Figure 1. Power grid (run 1).
Scale bar: 20 um. Pins as bars on the die edge.
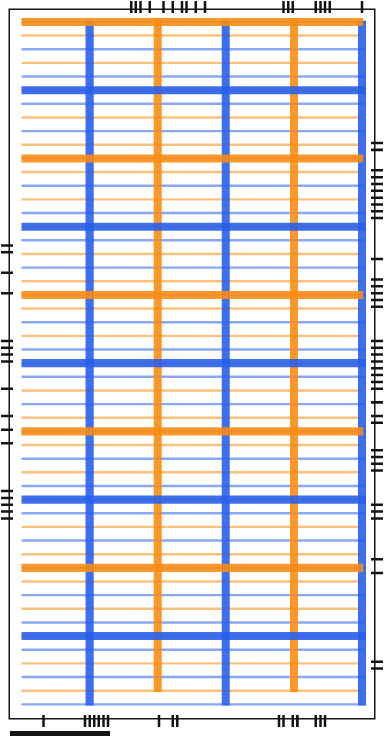
Figure 2. Cell classes on the final placement (run 1).
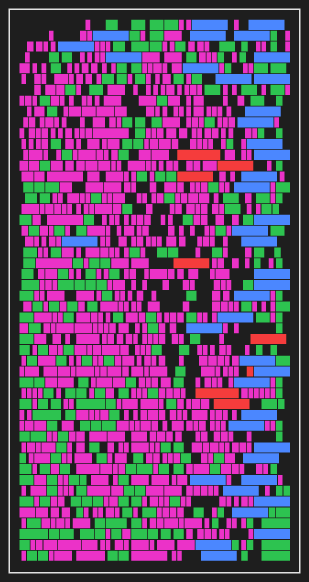
Figure 3. Routed clock nets over the placement (run 1).
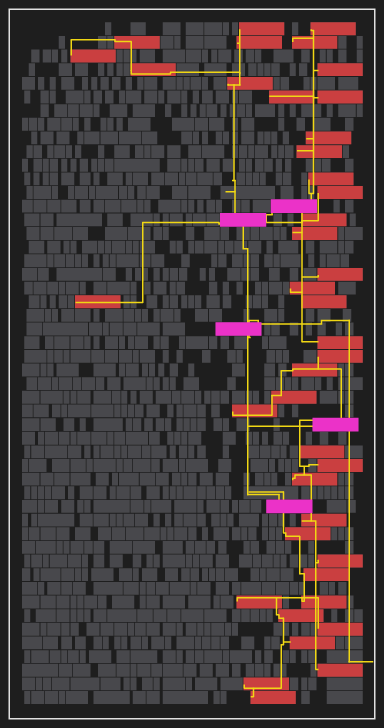
Figure 4. Wiring by layer (run 1).
Scale bar: 20 um.
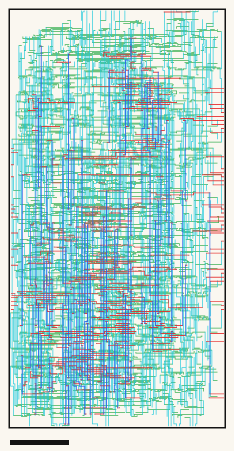
## src/rtl/execute_alu_stage_if.sv

```systemverilog
// Execute-to-memory bus: decoded execute fields in, registered memory fields out.
// The stage sits on the slave modport; the upstream/driver side uses master.
interface execute_alu_stage_if;
  logic        flush_execute;
  logic        wre_execute;
  logic        vector_wre_execute;
  logic        write_memory_enable_execute;
  logic [1:0]  select_writeback_data_mux_execute;
  logic [3:0]  aluOp_execute;
  logic [15:0] srcA_out;
  logic [15:0] srcB_out;
  logic [3:0]  rd_execute;
  logic        stall_execute;
  logic        wre_memory;
  logic        vector_wre_memory;
  logic        write_memory_enable_memory;
  logic [1:0]  select_writeback_data_mux_memory;
  logic [3:0]  rd_memory;
  logic [15:0] alu_result_memory;
  logic [15:0] write_data_memory;

  modport master (
    output flush_execute, wre_execute, vector_wre_execute,
    output write_memory_enable_execute,
    output select_writeback_data_mux_execute,
    output aluOp_execute, srcA_out, srcB_out, rd_execute,
    input  stall_execute, wre_memory, vector_wre_memory,
    input  write_memory_enable_memory,
    input  select_writeback_data_mux_memory,
    input  rd_memory, alu_result_memory, write_data_memory
  );

  modport slave (
    input  flush_execute, wre_execute, vector_wre_execute,
    input  write_memory_enable_execute,
    input  select_writeback_data_mux_execute,
    input  aluOp_execute, srcA_out, srcB_out, rd_execute,
    output stall_execute, wre_memory, vector_wre_memory,
    output write_memory_enable_memory,
    output select_writeback_data_mux_memory,
    output rd_memory, alu_result_memory, write_data_memory
  );
endinterface

```

## src/rtl/execute_alu_stage.sv

```systemverilog
// Execute ALU stage with EX/MEM register; EXEC_MUL_EN enables the
// 16-step shift-add multiplier FSM (otherwise aluOp 7 yields 0).
module execute_alu_stage (
  input logic clk,
  input logic reset,
  execute_alu_stage_if.slave bus
);
  typedef struct packed {
    logic        wre;
    logic        vwre;
    logic        wme;
    logic [1:0]  sel;
    logic [3:0]  rd;
    logic [15:0] alu;
    logic [15:0] wdata;
  } ex_mem_t;

  logic [15:0] a, b, alu_res;
  ex_mem_t     issue, bubble, mem_q, mem_d;
  logic        stall;

  assign a = bus.srcA_out;
  assign b = bus.srcB_out;

  always_comb begin
    alu_res = '0;
    case (bus.aluOp_execute)
      4'd0: alu_res = a + b;
      4'd1: alu_res = a - b;
      4'd2: alu_res = a & b;
      4'd3: alu_res = a | b;
      4'd4: alu_res = a ^ b;
      4'd5: alu_res = a << b[3:0];
      4'd6: alu_res = a >> b[3:0];
      4'd8: alu_res = b;
      default: alu_res = '0;
    endcase
  end

  always_comb begin
    issue.wre   = bus.wre_execute;
    issue.vwre  = bus.vector_wre_execute;
    issue.wme   = bus.write_memory_enable_execute;
    issue.sel   = bus.select_writeback_data_mux_execute;
    issue.rd    = bus.rd_execute;
    issue.alu   = alu_res;
    issue.wdata = b;
  end

  // A bubble clears enables and rd but leaves the data fields untouched.
  always_comb begin
    bubble      = mem_q;
    bubble.wre  = 1'b0;
    bubble.vwre = 1'b0;
    bubble.wme  = 1'b0;
    bubble.rd   = '0;
  end

`ifdef EXEC_MUL_EN
  typedef enum logic {IDLE, BUSY} state_t;

  state_t      state_q, state_d;
  logic [3:0]  cnt_q, cnt_d;
  logic [15:0] acc_q, acc_d;
  logic [15:0] mcand_q, mcand_d;
  logic [15:0] mplier_q, mplier_d;
  ex_mem_t     ctl_q, ctl_d;
  logic [15:0] acc_step;

  assign acc_step = acc_q + (mplier_q[0] ? mcand_q : 16'h0);

  always_comb begin
    state_d  = state_q;
    cnt_d    = cnt_q;
    acc_d    = acc_q;
    mcand_d  = mcand_q;
    mplier_d = mplier_q;
    ctl_d    = ctl_q;
    mem_d    = issue;
    stall    = 1'b0;
    if (bus.flush_execute) begin
      state_d = IDLE;
      cnt_d   = '0;
      mem_d   = bubble;
    end else begin
      unique case (state_q)
        IDLE: begin
          if (bus.aluOp_execute == 4'd7) begin
            stall     = 1'b1;
            ctl_d     = issue;
            ctl_d.alu = '0;
            mcand_d   = b;
            mplier_d  = a;
            acc_d     = '0;
            cnt_d     = '0;
            state_d   = BUSY;
            mem_d     = bubble;
          end
        end
        BUSY: begin
          acc_d    = acc_step;
          mcand_d  = mcand_q << 1;
          mplier_d = mplier_q >> 1;
          cnt_d    = cnt_q + 4'd1;
          if (cnt_q == 4'd15) begin
            mem_d     = ctl_q;
            mem_d.alu = acc_step;
            state_d   = IDLE;
          end else begin
            stall = 1'b1;
            mem_d = bubble;
          end
        end
      endcase
    end
  end

  always_ff @(posedge clk or negedge reset) begin
    if (!reset) begin
      state_q  <= IDLE;
      cnt_q    <= '0;
      acc_q    <= '0;
      mcand_q  <= '0;
      mplier_q <= '0;
      ctl_q    <= '0;
    end else begin
      state_q  <= state_d;
      cnt_q    <= cnt_d;
      acc_q    <= acc_d;
      mcand_q  <= mcand_d;
      mplier_q <= mplier_d;
      ctl_q    <= ctl_d;
    end
  end
`else
  always_comb begin
    stall = 1'b0;
    mem_d = bus.flush_execute ? bubble : issue;
  end
`endif

  always_ff @(posedge clk or negedge reset) begin
    if (!reset) mem_q <= '0;
    else        mem_q <= mem_d;
  end

  // Stall must drop as soon as reset is asserted, even with aluOp 7 present.
  assign bus.stall_execute = reset & stall;

  assign bus.wre_memory                       = mem_q.wre;
  assign bus.vector_wre_memory                = mem_q.vwre;
  assign bus.write_memory_enable_memory       = mem_q.wme;
  assign bus.select_writeback_data_mux_memory = mem_q.sel;
  assign bus.rd_memory                        = mem_q.rd;
  assign bus.alu_result_memory                = mem_q.alu;
  assign bus.write_data_memory                = mem_q.wdata;
endmodule

```

## src/flat_wrapper.sv

```systemverilog
// flat-port wrapper written by rule: the top's interface ports become plain ports
module execute_alu_stage_flat 
  (clk, reset, bus_flush_execute, bus_wre_execute, bus_vector_wre_execute, bus_write_memory_enable_execute, bus_select_writeback_data_mux_execute, bus_aluOp_execute, bus_srcA_out, bus_srcB_out, bus_rd_execute, bus_stall_execute, bus_wre_memory, bus_vector_wre_memory, bus_write_memory_enable_memory, bus_select_writeback_data_mux_memory, bus_rd_memory, bus_alu_result_memory, bus_write_data_memory);
  execute_alu_stage_if bus_i ();
  input logic clk;
  input logic reset;
  input wire logic [$bits(bus_i.flush_execute)-1:0] bus_flush_execute;
  input wire logic [$bits(bus_i.wre_execute)-1:0] bus_wre_execute;
  input wire logic [$bits(bus_i.vector_wre_execute)-1:0] bus_vector_wre_execute;
  input wire logic [$bits(bus_i.write_memory_enable_execute)-1:0] bus_write_memory_enable_execute;
  input wire logic [$bits(bus_i.select_writeback_data_mux_execute)-1:0] bus_select_writeback_data_mux_execute;
  input wire logic [$bits(bus_i.aluOp_execute)-1:0] bus_aluOp_execute;
  input wire logic [$bits(bus_i.srcA_out)-1:0] bus_srcA_out;
  input wire logic [$bits(bus_i.srcB_out)-1:0] bus_srcB_out;
  input wire logic [$bits(bus_i.rd_execute)-1:0] bus_rd_execute;
  output wire logic [$bits(bus_i.stall_execute)-1:0] bus_stall_execute;
  output wire logic [$bits(bus_i.wre_memory)-1:0] bus_wre_memory;
  output wire logic [$bits(bus_i.vector_wre_memory)-1:0] bus_vector_wre_memory;
  output wire logic [$bits(bus_i.write_memory_enable_memory)-1:0] bus_write_memory_enable_memory;
  output wire logic [$bits(bus_i.select_writeback_data_mux_memory)-1:0] bus_select_writeback_data_mux_memory;
  output wire logic [$bits(bus_i.rd_memory)-1:0] bus_rd_memory;
  output wire logic [$bits(bus_i.alu_result_memory)-1:0] bus_alu_result_memory;
  output wire logic [$bits(bus_i.write_data_memory)-1:0] bus_write_data_memory;
  assign bus_i.flush_execute = bus_flush_execute;
  assign bus_i.wre_execute = bus_wre_execute;
  assign bus_i.vector_wre_execute = bus_vector_wre_execute;
  assign bus_i.write_memory_enable_execute = bus_write_memory_enable_execute;
  assign bus_i.select_writeback_data_mux_execute = bus_select_writeback_data_mux_execute;
  assign bus_i.aluOp_execute = bus_aluOp_execute;
  assign bus_i.srcA_out = bus_srcA_out;
  assign bus_i.srcB_out = bus_srcB_out;
  assign bus_i.rd_execute = bus_rd_execute;
  assign bus_stall_execute = bus_i.stall_execute;
  assign bus_wre_memory = bus_i.wre_memory;
  assign bus_vector_wre_memory = bus_i.vector_wre_memory;
  assign bus_write_memory_enable_memory = bus_i.write_memory_enable_memory;
  assign bus_select_writeback_data_mux_memory = bus_i.select_writeback_data_mux_memory;
  assign bus_rd_memory = bus_i.rd_memory;
  assign bus_alu_result_memory = bus_i.alu_result_memory;
  assign bus_write_data_memory = bus_i.write_data_memory;
  execute_alu_stage u_core (.clk(clk), .reset(reset), .bus(bus_i));
endmodule
```

## config.mk

```make
export PLATFORM = sky130hd
export DESIGN_NAME = execute_alu_stage_flat
export DESIGN_NICKNAME = d
export VERILOG_FILES = /design/src/rtl/execute_alu_stage_if.sv /design/src/rtl/execute_alu_stage.sv /design/src/flat_wrapper.sv
export SDC_FILE = /design/constraint.sdc
export NUM_CORES = 1
export LEC_CHECK = 0
export ABC_AREA = 1
export CAP_MARGIN = 20
export CORE_ASPECT_RATIO = 2
export CORE_MARGIN = 2
export CORE_UTILIZATION = 55
export DETAILED_ROUTE_END_ITERATION = 10
export PLACE_DENSITY_LB_ADDON = 0.2
export SLEW_MARGIN = 10
export SYNTH_ARGS = -nofsm -noshare
export SYNTH_HDL_FRONTEND = slang
export SYNTH_SLANG_ARGS = --single-unit
export TNS_END_PERCENT = 1
```

## constraint.sdc

```tcl
create_clock -name clk -period 0.9 [get_ports clk]
set_clock_uncertainty 0.05 [all_clocks]
set_input_delay 0.18 -clock clk [delete_from_list [all_inputs] [get_ports clk]]
set_output_delay 0.18 -clock clk [all_outputs]
set_load 0.01 [all_outputs]
```

==> run summary, run 1 <==
CTS Buf Count -> 5
Arr. time, crit path -> 2.74 ns
R2r startpoint -> u_core.bus.alu_result_memory[14]
Final Max Slew Viols -> 0
Worst-path cell chain -> clkdlybuf4s50_1 > nor2_1 > nand2_1 > o21ai_2 > o21ai_1 > xor2_1 > ha_1 > buf_4 > nand2_1 > inv_2 > nand2_2 > nand2_1 > nand2_1 > nand2_1 > a21oi_1 > nand3_1 > nand3_1 > nand2_1 > nand2_1 > nand2_1
MUX area fraction -> 0.581%
Critical Path Start Type -> input pin
Most frequent cells in the layout -> nand2_1 (277), buf_4 (149), inv_1 (83), nand3_1 (60), nor2_1 (53)
Via density -> 6.13
Setup ws final -> -1.70 ns
Violated checks -> setup timing
Most Frequent Cell on Critical Path -> nand2_1
Commonest Layout Cell -> nand2_1
Type of element capturing the critical path -> flip-flop
Vias in the first global route -> 7071
H-tree Lvls -> 2
Hold endpoint -> u_core.bus.alu_result_memory[1]
Antenna diode count -> 0
Asr flop ratio synth -> 100%
CP max stage delay -> 0.46 ns
P per Cell Area -> 1120 mW/mm^2
First-pass DRT Iterations -> 7
Status -> finished, violations left
Fin cells -> 1163
Cycle use final -> 288%
Largest net degree at the start of global routing -> 58
Critical-path top delay cell -> clkdlybuf4s50_1
Placed Area -> 0.00714 mm^2
Simple share -> 39.2%
Fmax -> 385 MHz
Power, Total -> 8390 uW
Seq share, synth -> 19.8%
Top delay family on crit path -> simple AND/OR/NAND/NOR gates
Hold_buf cts -> 1
Residual DRC -> 0
Syn Nets -> 935
Initial antenna violation count -> 0
First-pass GRT wire length -> 33400 um
R2R Setup Slk -> 0.08 ns
Register clock-pin slew on the reported worst setup and hold paths -> 0.07 ns
Post-CTS sizing -> 255
Total gr overflow -> 0
Yosys reg bits -> 41
Yosys chip area -> 0.00517 mm^2
DP Wirelength -> 16200 um
XOR Share, Synth -> 2.54%
DIE AREA -> 0.0102 mm^2
Adder share -> 12.2%
Placed cells -> 1142
R2R depth -> 3
Clock Sinks -> 41
Crit Path Class -> input pin to flip-flop
CTS tree -> yes
Root buf cell -> clkbuf_16
Num ports -> 90
Die width -> 72.5 um
AO/OA Area Share -> 14.2%
Logic family by area -> simple AND/OR/NAND/NOR gates
Synth Cell Area -> 0.00517 mm^2
Log Warnings -> 47
CTS max path bufs -> 2
Share of layout cells above drive strength 1 -> 29.4%
Nets@finish -> 1156
DP Worst Slack -> -2.40 ns
Crit path to -> u_core.bus.alu_result_memory[15]
Worst path bufs/invs -> 3
Commonest flop -> dfrtp_1
Final RePlAce weighted congestion -> 0.980
Netlist cell types -> 42
CP Launch Point -> bus_srcB_out[6]
P_leak -> 0.00407 uW
Setup TNS -> -29.55 ns
Setup repair after global routing missed its margin -> yes
CP Data Required Time -> 1.04 ns
Final Hold Vio Count -> 0
R2R Path End -> u_core.bus.alu_result_memory[14]
Initial DRC Count -> 787
Hold_sp -> bus_flush_execute
Min Tclk post-route -> 2.60 ns
Critical Path Fanout Max -> 3
Syn avg cell area -> 6.18 um^2
Fillers -> 626
Syn Inst Count -> 837
# Post-CTS Setup Buffers -> 9
Final tally of setup violations -> 58
Pre-Place Util -> 55.8%
Antenna violation net count after detailed routing -> 0
Number of stages on the worst setup path -> 20
Final Hold Slack -> 0.310 ns
Hold Path Cell Cnt -> 4
Number of cells in Yosys stat -> 837
Flip-flops with a built-in enable -> 0
HP Class -> input pin to flip-flop
Port buffer count -> 88
Synth warn -> 0
Max cap viols -> 0
Area delta synth->final -> 45.5%
## Picture notes: Figure 1
- blue: VSS
- orange: VDD
- met1 rails: 51
- signal pins: 90
die height: 141 um
Worst VDD drop: 0.000797 V

## Picture notes: Figure 2
- red: clock drivers and dummy loads (cells 8; share of their area 2.6%)
- magenta: combinational and other logic (cells 763; share of their area 57%)
- green: remaining buffers and delay cells (cells 247; share of their area 27%)
- blue: sequential cells (cells 41; share of their area 14%)
Row Count: 50
core area: 0.00926 mm^2
final core utilization: 81.2%
Seq area share: 13.6%
design area: 0.00752 mm^2

## Picture notes: Figure 3
- yellow: clock wires (length 657 um)
- magenta: clock drivers (count 5)
- red: flip-flops (count 41)
- routed clock nets: 6
- flops lie: a vertical strip on the right
Clk. pwr: 2380 uW
clock share of power: 28.4%
Late-Pin Clk Latency: 0.29 ns

## Picture notes: Figure 4
- blue: metal 4 (wire length 2370 um)
- red: metal 3 (wire length 1790 um)
- green: metal 1 (wire length 7440 um)
- cyan: metal 2 (wire length 11000 um)
final WL: 22600 um
via count: 7126
GRT Util Overall: 41.9%
drt wl/cell: 19.5 um

run 1: sequential cells by signal, indices dropped and copies added (netlist names):
register / cells
u_core.bus.write_memory_enable_memory: 1
u_core.bus.write_data_memory: 16
u_core.bus.select_writeback_data_mux_memory: 2
u_core.bus.alu_result_memory: 16
u_core.bus.rd_memory: 4
u_core.bus.wre_memory: 1
u_core.bus.vector_wre_memory: 1
run 1: final cells by class:
| class | count | area (um^2) | area share, % |
|---|---|---|---|
| clock buffers | 5 | 125 | 1.66 |
| multi-input cells | 669 | 3830 | 50.9 |
| flip-flops and latches | 41 | 1030 | 13.6 |
| inverters | 94 | 368 | 4.89 |
| repair buffers | 247 | 1970 | 26.3 |
| well taps | 104 | 130 | 1.73 |
| clock inverters | 3 | 65.1 | 0.865 |
run 1: worst reg2reg max path, delay by kind of cell, from the launching register on:
family | cells | cell delay (ns)
flops | 1 | 0.41
buf+inv | 1 | 0.14
simple gates | 2 | 0.11
run 1: per-layer routing:
metal	global-route usage, %	up-vias	share of wire [%]
li1	-	3135	-
met3	5.72	225	7.9
met1	43.3	3195	33
met2	73.2	571	49
met4	31.8	0	10
met5	0	-	0
run 1: cell usage after synthesis (7+ instances only):
cell type	count	area share, %
ha_1	49	12
or2_2	8	0.97
nand4_1	14	1.7
o21ai_1	9	0.87
o21ai_2	7	1.2
nand3_1	67	6.5
o211ai_1	10	1.5
o21ai_0	57	5.5
nand2_2	8	0.97
xor2_1	13	2.2
clkbuf_1	12	0.87
nor2_1	58	4.2
buf_6	10	2.2
inv_1	88	6.4
buf_2	7	0.68
o21a_1	8	1.2
nand2_1	290	21
a21oi_1	31	3.0
dfrtp_1	41	20
run 1: power breakdown:
group	switching, uW	total [uW]	internal, uW
logic	2220	3880	1670
registers	107	2130	2020
clock network	796	2380	1590
Figure 5. Routing congestion map (run 1).
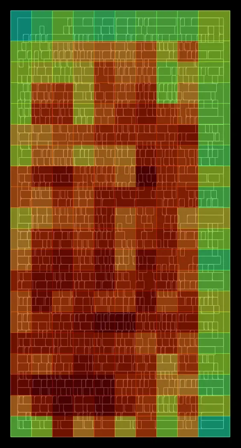

==> run 2: changes to the inputs <==
Settings changed: CORE_UTILIZATION 55 to 35.
Figure 6. Routing congestion map (run 2).
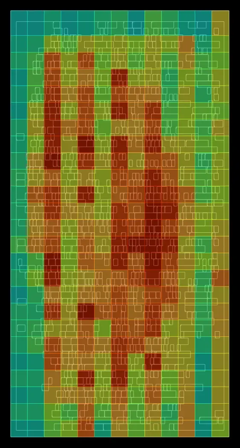
GRT Util Overall: 25.0%
final core utilization: 53.6%
drt wl/cell: 15.6 um
grt met3 use: 1.89%
grt peak-use layer: met2

==> run summary, run 2 <==
Status -> finished, violations left
Violated checks -> setup timing
Antenna diode count -> 0 (unchanged)
Synth warn -> 0 (unchanged)
Most frequent cells in the layout -> nand2_1 (276), buf_4 (161), inv_1 (81), nand3_1 (60), nor2_1 (53)
Simple share -> 39.2% (unchanged)
Dominant cell area share -> 21.1% (unchanged)
Via density -> 4.98 (-19%)
Late-Pin Clk Latency -> 0.29 ns (about the same)
Port buffer count -> 88 (unchanged)
Commonest Layout Cell -> nand2_1
Netlist cell types -> 42 (unchanged)
Final tally of setup violations -> 58 (unchanged)
Setup repair after global routing missed its margin -> yes
Top delay family on crit path -> simple AND/OR/NAND/NOR gates
Yosys reg bits -> 41 (unchanged)
Top cell type by instance count after synthesis -> nand2_1
Flip-flops with a built-in enable -> 0 (unchanged)
P per Cell Area -> 1020 mW/mm^2 (-8.9%)
Fmax -> 408 MHz (+5.9%)
Syn Inst Count -> 837 (unchanged)
Cycle use final -> 272% (-16 points)
Total gr overflow -> 0 (unchanged)
Vias in the first global route -> 6278 (-11%)
Share of layout cells above drive strength 1 -> 30.4% (+1.1 points)
CP max stage delay -> 0.29 ns (-0.17 ns)
Register clock-pin slew on the reported worst setup and hold paths -> 0.06 ns (about the same)
Core area -> 0.0144 mm^2 (+56%)
Critical Path Start Type -> input pin
Power, Total -> 7870 uW (-6.3%)
Wire length on met3 -> 729 um (-59%)
Arr. time, crit path -> 2.58 ns (-0.16 ns)
AO/OA Area Share -> 14.2% (unchanged)
Final WL -> 19700 um (-13%)
Seq share, synth -> 19.8% (unchanged)
Worst path bufs/invs -> 8 (+5)
XOR Share, Synth -> 2.54% (unchanged)
CP Data Required Time -> 1.03 ns (about the same)
Pre-Place Util -> 35.8% (-20 points)
Residual DRC -> 0 (unchanged)
Antenna violation net count after detailed routing -> 0 (unchanged)
CTS max path bufs -> 2 (unchanged)
Initial DRC Count -> 374 (-52%)
Type of element capturing the critical path -> flip-flop
Nets@finish -> 1168 (+1.0%)
Clock Sinks -> 41 (unchanged)
P_leak -> 0.00414 uW (+1.7%)
Most Frequent Cell on Critical Path -> nand2_1
Syn Nets -> 935 (unchanged)
Post-synth top cells -> nand2_1 (290), inv_1 (88), nand3_1 (67)
Number of cells in Yosys stat -> 837 (unchanged)
Logic family by area -> simple AND/OR/NAND/NOR gates
Final Hold Vio Count -> 0 (unchanged)
Initial antenna violation count -> 0 (unchanged)
CTS Buf Count -> 5 (unchanged)
Largest net degree at the start of global routing -> 58 (unchanged)
Syn avg cell area -> 6.18 um^2 (unchanged)
Setup ws final -> -1.55 ns (+0.143 ns)
Min Tclk post-route -> 2.45 ns (-0.143 ns)
Commonest flop -> dfrtp_1
Log Warnings -> 47 (unchanged)
DP Worst Slack -> -2.42 ns (-0.0133 ns)
Final Max Slew Viols -> 0 (unchanged)
MUX area fraction -> 0.581% (unchanged)
Synth Cell Area -> 0.00517 mm^2 (unchanged)
Via count -> 6293 (-12%)
First-pass DRT Iterations -> 5 (-2)
First-pass GRT wire length -> 31000 um (-7.3%)
GR Layer Usage met2 -> 47.9% (-25 points)
Asr flop ratio synth -> 100% (unchanged)
Critical-path top delay cell -> ha_4
Area delta synth->final -> 49.7%
M1 WL -> 7290 um (-2.0%)
Critical Path Fanout Max -> 3 (unchanged)
Fillers -> 1528 (+140%)
Adder share -> 12.2% (unchanged)
Max layer used -> met4
Worst-path cell chain -> buf_8 > inv_6 > ha_4 > inv_4 > nor3_4 > nand3_2 > buf_4 > buf_4 > nand2_1 > xor2_1 > inv_1 > ha_4 > buf_4 > nand2_2 > inv_2 > nand3_1 > nand3_2 > nand2_1 > nand2_1 > nor2_1 > o21ai_1 > nand2_1
Yosys chip area -> 0.00517 mm^2 (unchanged)
Root buf cell -> clkbuf_16
Met1 Use GR -> 26.3% (-17 points)
Num ports -> 90 (unchanged)
H-tree Lvls -> 2 (unchanged)
Top cells, area -> nand2_1 (21%), dfrtp_1 (20%), ha_1 (12%)
Crit Path Class -> input pin to flip-flop
Figure 7. Power grid (run 2).
Scale bar: 20 um. Pins as bars on the die edge.
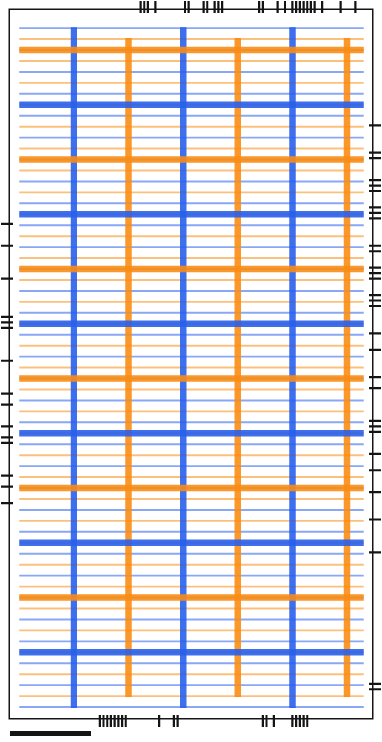
- blue: VSS
- orange: VDD
- rows: 62
- signal pins: 90
- met5 straps: 12
die width: 89.9 um
Worst VDD drop: 0.000594 V

run 2: cell counts after synthesis:
Identical to the previous run, type by type.
run 2: per-stage QoR:
step	instances	instance area (um^2)	setup TNS (ns)	hold slack, ns
floorplan	837	5200	-23.60	-0.166
global placement	1246	7380	-47.03	0.116
detailed placement	1246	7380	-47.93	0.114
CTS	1260	7590	-27.54	0.310
global route	1263	7740	-30.79	0.338
finish	1263	7740	-27.02	0.304
run 2: cell type report:
class / instances / area [um^2] / area share (%)
well taps: 192 / 240 / 3.10
clock inverters: 3 / 46.3 / 0.598
repair buffers: 259 / 2090 / 27.0
multi-input cells: 669 / 3840 / 49.7
inverters: 94 / 365 / 4.72
clock buffers: 5 / 125 / 1.62
flip-flops and latches: 41 / 1030 / 13.3
run 2: timing repair:
item,CTS,global route
gates resized,251,40
hold buffers,1,0
pin swaps,32,28
endpoints found under the setup margin,69,64
endpoints found under the hold margin,41,0
buffers inserted,5,3
run 2: path summary, 6_finish.rpt:
kind | from | to | slack, ns | cells past startpoint
min in group asynchronous | reset | u_core.bus.write_data_memory[0] | 0.33 | 3
setup / recovery | bus_srcB_out[0] | u_core.bus.alu_result_memory[8] | -1.55 | 22
setup reg to reg | u_core.bus.alu_result_memory[9] | u_core.bus.alu_result_memory[9] | 0.12 | 3
max in group asynchronous | reset | u_core.bus.write_data_memory[15] | 0.26 | 3
hold / removal | bus_flush_execute | u_core.bus.alu_result_memory[0] | 0.30 | 4
hold reg to reg | u_core.bus.alu_result_memory[6] | u_core.bus.alu_result_memory[6] | 0.42 | 2
run 2: power breakdown:
part / internal, uW / switching, uW
Combinational: 1660 / 2000
Clock: 1310 / 776
Sequential: 2020 / 96.7
Total: 5000 / 2870
Power is estimated from default activity; no workload was simulated.
